$ cat config.mk
export PLATFORM = sky130hd
export DESIGN_NAME = lss_deser_flat
export DESIGN_NICKNAME = d
export VERILOG_FILES = /design/src/rtl/lss_pkg.sv /design/src/rtl/lss_deser_if.sv /design/src/rtl/lss_deser_hold.sv /design/src/rtl/lss_deser.sv /design/src/flat_wrapper.sv
export SDC_FILE = /design/constraint.sdc
export NUM_CORES = 1
export LEC_CHECK = 0
export CAP_MARGIN = 15
export CELL_PAD_IN_SITES_DETAIL_PLACEMENT = 0
export CELL_PAD_IN_SITES_GLOBAL_PLACEMENT = 1
export CORE_MARGIN = 2
export CORE_UTILIZATION = 46
export DETAILED_ROUTE_END_ITERATION = 6
export GPL_ROUTABILITY_DRIVEN = 0
export HOLD_SLACK_MARGIN = 0.02
export MAX_ROUTING_LAYER = met4
export PLACE_DENSITY = 0.88
export RECOVER_POWER = 50
export SYNTH_ARGS = -nofsm -noshare
export SYNTH_HDL_FRONTEND = slang
export SYNTH_HIERARCHICAL = 1
export SYNTH_SLANG_ARGS = --single-unit
$ cat constraint.sdc
create_clock -name clk -period 2.9 [get_ports clk]
set_clock_uncertainty 0.05 [all_clocks]
set_input_delay 0.29 -clock clk [delete_from_list [all_inputs] [get_ports clk]]
set_output_delay 0.29 -clock clk [all_outputs]
set_load 0.01 [all_outputs]
$ cat src/rtl/lss_pkg.sv
// Shared constants and helpers for the lss serial link blocks.
package lss_pkg;

  localparam logic DIR_MSB_FIRST = 1'b0;
  localparam logic DIR_LSB_FIRST = 1'b1;

  // Width needed to count 0..v-1; never narrower than one bit.
  function automatic int clog2(input int v);
    int r;
    r = 0;
    for (int i = 0; i < 31; i++)
      if ((1 << i) < v) r = i + 1;
    return (r < 1) ? 1 : r;
  endfunction

endpackage

$ cat src/rtl/lss_deser_if.sv
// Serial input side and buffered parallel output side of the deserializer.
interface lss_deser_if #(parameter int n = 8);

  logic         sin;
  logic         sin_valid;
  logic         sync;
  logic         dir;
  logic [n-1:0] out;
  logic         out_valid;
  logic         out_ready;
  logic         busy;
  logic         ovf;

  modport master (
    output sin, sin_valid, sync, dir, out_ready,
    input  out, out_valid, busy, ovf
  );

  modport slave (
    input  sin, sin_valid, sync, dir, out_ready,
    output out, out_valid, busy, ovf
  );

endinterface

$ cat src/rtl/lss_deser_hold.sv
// One-word output buffer with valid/ready handshake.
module lss_deser_hold #(
  parameter int n = 8
) (
  input  logic         clk,
  input  logic         clr,
  input  logic         load,
  input  logic [n-1:0] word,
  input  logic         out_ready,
  output logic [n-1:0] out,
  output logic         out_valid,
  output logic         accept
);

  // Room for a new word: empty, or the current word leaves on this edge.
  assign accept = ~out_valid | out_ready;

  always_ff @(posedge clk or posedge clr) begin
    if (clr) begin
      out       <= '0;
      out_valid <= 1'b0;
    end else if (load & accept) begin
      out       <= word;
      out_valid <= 1'b1;
    end else if (out_valid & out_ready) begin
      out_valid <= 1'b0;
    end
  end

endmodule

$ cat src/rtl/lss_deser.sv
// Serial-in/parallel-out receiver: assembles n-bit words, selectable bit order,
// sync resynchronisation, single-word holding buffer with overflow pulse.
module lss_deser
  import lss_pkg::*;
#(
  parameter int n = 8
) (
  input  logic        clk,
  input  logic        clr,
  lss_deser_if.slave  bus
);

  localparam int            CW   = clog2(n);
  localparam logic [CW-1:0] LAST = CW'(n - 1);
  localparam logic [CW-1:0] ONE  = CW'(1);

  if (n < 2) begin : g_bad_n
    $error("lss_deser: n must be >= 2");
  end

  logic [n-1:0]  sreg, shifted, hold_out;
  logic [CW-1:0] cnt, cnt_nxt;
  logic          dir_q, first, dir_cur, complete;
  logic          accept, hold_valid, busy_q, ovf_q;

  // A bit starts a word at cnt==0 or when sync forces a new boundary.
  always_comb begin
    first    = bus.sync | (cnt == '0);
    dir_cur  = first ? bus.dir : dir_q;
    shifted  = (dir_cur == DIR_LSB_FIRST) ? {bus.sin, sreg[n-1:1]}
                                          : {sreg[n-2:0], bus.sin};
    complete = bus.sin_valid & ~bus.sync & (cnt == LAST);
  end

  always_comb begin
    cnt_nxt = cnt;
    if (bus.sin_valid) begin
      if (bus.sync)     cnt_nxt = ONE;
      else if (complete) cnt_nxt = '0;
      else               cnt_nxt = cnt + ONE;
    end else if (bus.sync) begin
      cnt_nxt = '0;
    end
  end

  // sreg keeps stale bits across a bare sync; a full word overwrites them all.
  always_ff @(posedge clk or posedge clr) begin
    if (clr) begin
      sreg   <= '0;
      cnt    <= '0;
      dir_q  <= DIR_MSB_FIRST;
      busy_q <= 1'b0;
      ovf_q  <= 1'b0;
    end else begin
      if (bus.sin_valid)         sreg  <= shifted;
      if (bus.sin_valid & first) dir_q <= bus.dir;
      cnt    <= cnt_nxt;
      busy_q <= (cnt_nxt != '0);
      ovf_q  <= complete & ~accept;
    end
  end

  lss_deser_hold #(.n(n)) u_hold (
    .clk       (clk),
    .clr       (clr),
    .load      (complete),
    .word      (shifted),
    .out_ready (bus.out_ready),
    .out       (hold_out),
    .out_valid (hold_valid),
    .accept    (accept)
  );

  assign bus.out       = hold_out;
  assign bus.out_valid = hold_valid;
  assign bus.busy      = busy_q;
  assign bus.ovf       = ovf_q;

endmodule

$ cat src/flat_wrapper.sv
// flat-port wrapper written by rule: the top's interface ports become plain ports
module lss_deser_flat import lss_pkg::*;
#(
  parameter int n = 8
)
  (clk, clr, bus_sin, bus_sin_valid, bus_sync, bus_dir, bus_out_ready, bus_out, bus_out_valid, bus_busy, bus_ovf);
  lss_deser_if #(.n(n)) bus_i ();
  input  logic clk;
  input  logic clr;
  input wire logic [$bits(bus_i.sin)-1:0] bus_sin;
  input wire logic [$bits(bus_i.sin_valid)-1:0] bus_sin_valid;
  input wire logic [$bits(bus_i.sync)-1:0] bus_sync;
  input wire logic [$bits(bus_i.dir)-1:0] bus_dir;
  input wire logic [$bits(bus_i.out_ready)-1:0] bus_out_ready;
  output wire logic [$bits(bus_i.out)-1:0] bus_out;
  output wire logic [$bits(bus_i.out_valid)-1:0] bus_out_valid;
  output wire logic [$bits(bus_i.busy)-1:0] bus_busy;
  output wire logic [$bits(bus_i.ovf)-1:0] bus_ovf;
  assign bus_i.sin = bus_sin;
  assign bus_i.sin_valid = bus_sin_valid;
  assign bus_i.sync = bus_sync;
  assign bus_i.dir = bus_dir;
  assign bus_i.out_ready = bus_out_ready;
  assign bus_out = bus_i.out;
  assign bus_out_valid = bus_i.out_valid;
  assign bus_busy = bus_i.busy;
  assign bus_ovf = bus_i.ovf;
  lss_deser #(.n(n)) u_core (.clk(clk), .clr(clr), .bus(bus_i));
endmodule
==> impl_metrics.json <==
{
  "cts_post_setup_buffers_inserted": 0,
  "cellPowerDensity_nw_per_um2": 490.4,
  "status": "completed",
  "cts_buffers": 3,
  "grt_overflow_total": 0,
  "clock-sinks": 23,
  "r2r_cells": 7,
  "avgSynthCellArea_um2": 11.39,
  "wl_per_cell_um": 14.70,
  "required_ns": 3.06,
  "num_rows": 19,
  "chipArea_um2": 3291,
  "path_clk_slew_ns": 0.12,
  "drive_above_1_share_pct": 28.57,
  "clockRootBuffer": "clkbuf_4",
  "layout_top_cell": "dfrtp_1",
  "clk_latency_ns": 0.31,
  "signal_buffers": 19,
  "utilization_pct": 54.87,
  "cts-resized-gates": 0,
  "setup_viol": 0,
  "whs_ns": 0.3408,
  "antenna_cells": 0,
  "hold_viol": 0,
  "mostFrequentLayoutCells": "dfrtp_1 (23), clkdlybuf4s50_1 (15), o21ai_2 (10), nor2_1 (10), nand2_1 (9)",
  "slew_headroom_pct": 49.38,
  "drcViolationCount": 0,
  "ioPinCount": 18,
  "dp.cells": 160,
  "warnings": 27,
  "worst_slew_pin_slew_ns": 0.7589,
  "ant_nets": 0,
  "grt_pass1_wl_um": 4271,
  "ys_ff": 23,
  "ys_area_um2": 1310,
  "flop-count": 23,
  "dp_hpwl_um": 1788,
  "p_leak_uw": 0.0006755,
  "post-synth-top-area-cell": "dfrtp_1"
}
==> where the power goes <==
part	internal [uW]	total, uW	switching, uW
logic	90.2	196	106
registers	356	393	36.6
clock network	53.7	147	93.0
total	500	736	235
==> layer usage <==
metal,track usage (%),vias up,wire (um)
met5,-,-,0
met4,6.977,0,42
met3,2.948,5,99
met2,25.16,28,1114
met1,23.62,437,1154
li1,-,441,-
==> worst paths after layout <==
| kind | startpoint | end | slack, ns |
|---|---|---|---|
| worst max-delay path | bus_sync | u_core/u_hold/out[2]$_DFFE_PP0P_ | 0.87 |
| worst min-delay path | clr | u_core/u_hold/out[5]$_DFFE_PP0P_ | 0.34 |
| worst max register to register | u_core/cnt[0]$_DFF_PP0_ | u_core/u_hold/out[2]$_DFFE_PP0P_ | 0.93 |
| worst min register to register | u_core/u_hold/out[2]$_DFFE_PP0P_ | u_core/u_hold/out[2]$_DFFE_PP0P_ | 0.48 |
| max in group asynchronous | clr | u_core/cnt[0]$_DFF_PP0_ | 1.99 |
| min in group clk | u_core/u_hold/out[2]$_DFFE_PP0P_ | u_core/u_hold/out[2]$_DFFE_PP0P_ | 0.48 |
==> registers in the layout (all words and copies together) (netlist names) <==
signal                   flops
u_core/bus.busy              1
u_core/bus.ovf               1
u_core/cnt                   3
u_core/dir_q                 1
u_core/sreg                  8
u_core/u_hold/out            8
u_core/u_hold/out_valid      1
==> logic make-up (layout without fill, tap and decap cells) <==
group	after synthesis	count (layout)	synth area share, %
mux	10	10	10.79
compound gates	38	38	22.54
fa+ha+maj	3	3	2.866
flops	23	23	43.93
simple gates	31	31	14.14
buf+inv	10	28	5.730
==> worst max-delay path, cell delays in order <==
cell             delay [ns]
clkdlybuf4s50_1        0.72
nor2b_4                0.08
and2_0                 0.42
o21ai_2                0.30
o21ai_1                0.10
mux2_4                 0.27
Figure 1. Power grid.
Bar = 20 um. Pins as bars on the die edge.
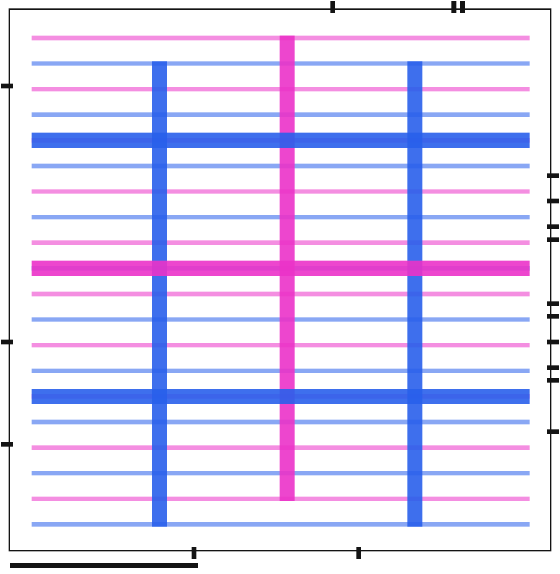
Magenta marks VDD. Blue marks VSS.
20 met1 rails follow the rows. 3 straps on met4. 3 straps on met5.

Figure 2. Placed cells, one color a class.
Bar = 20 um.
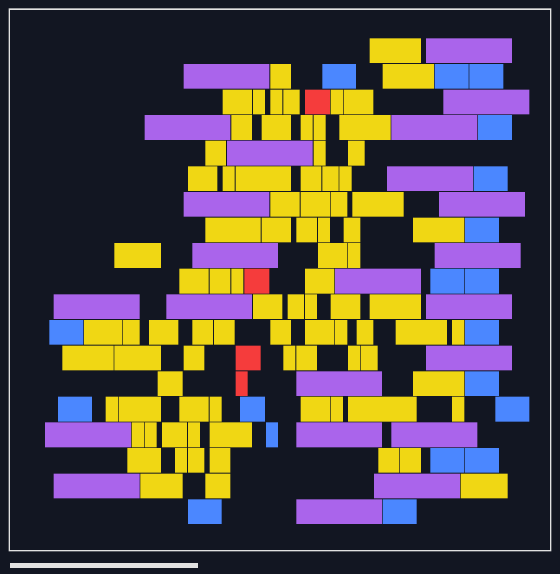
Blue marks other buffers and delay cells, cells 19. Red marks clock drivers and dummy loads, cells 4. Yellow marks all other logic, cells 87. Purple marks flip-flops, cells 23.

Power is estimated from default activity; no workload was simulated.
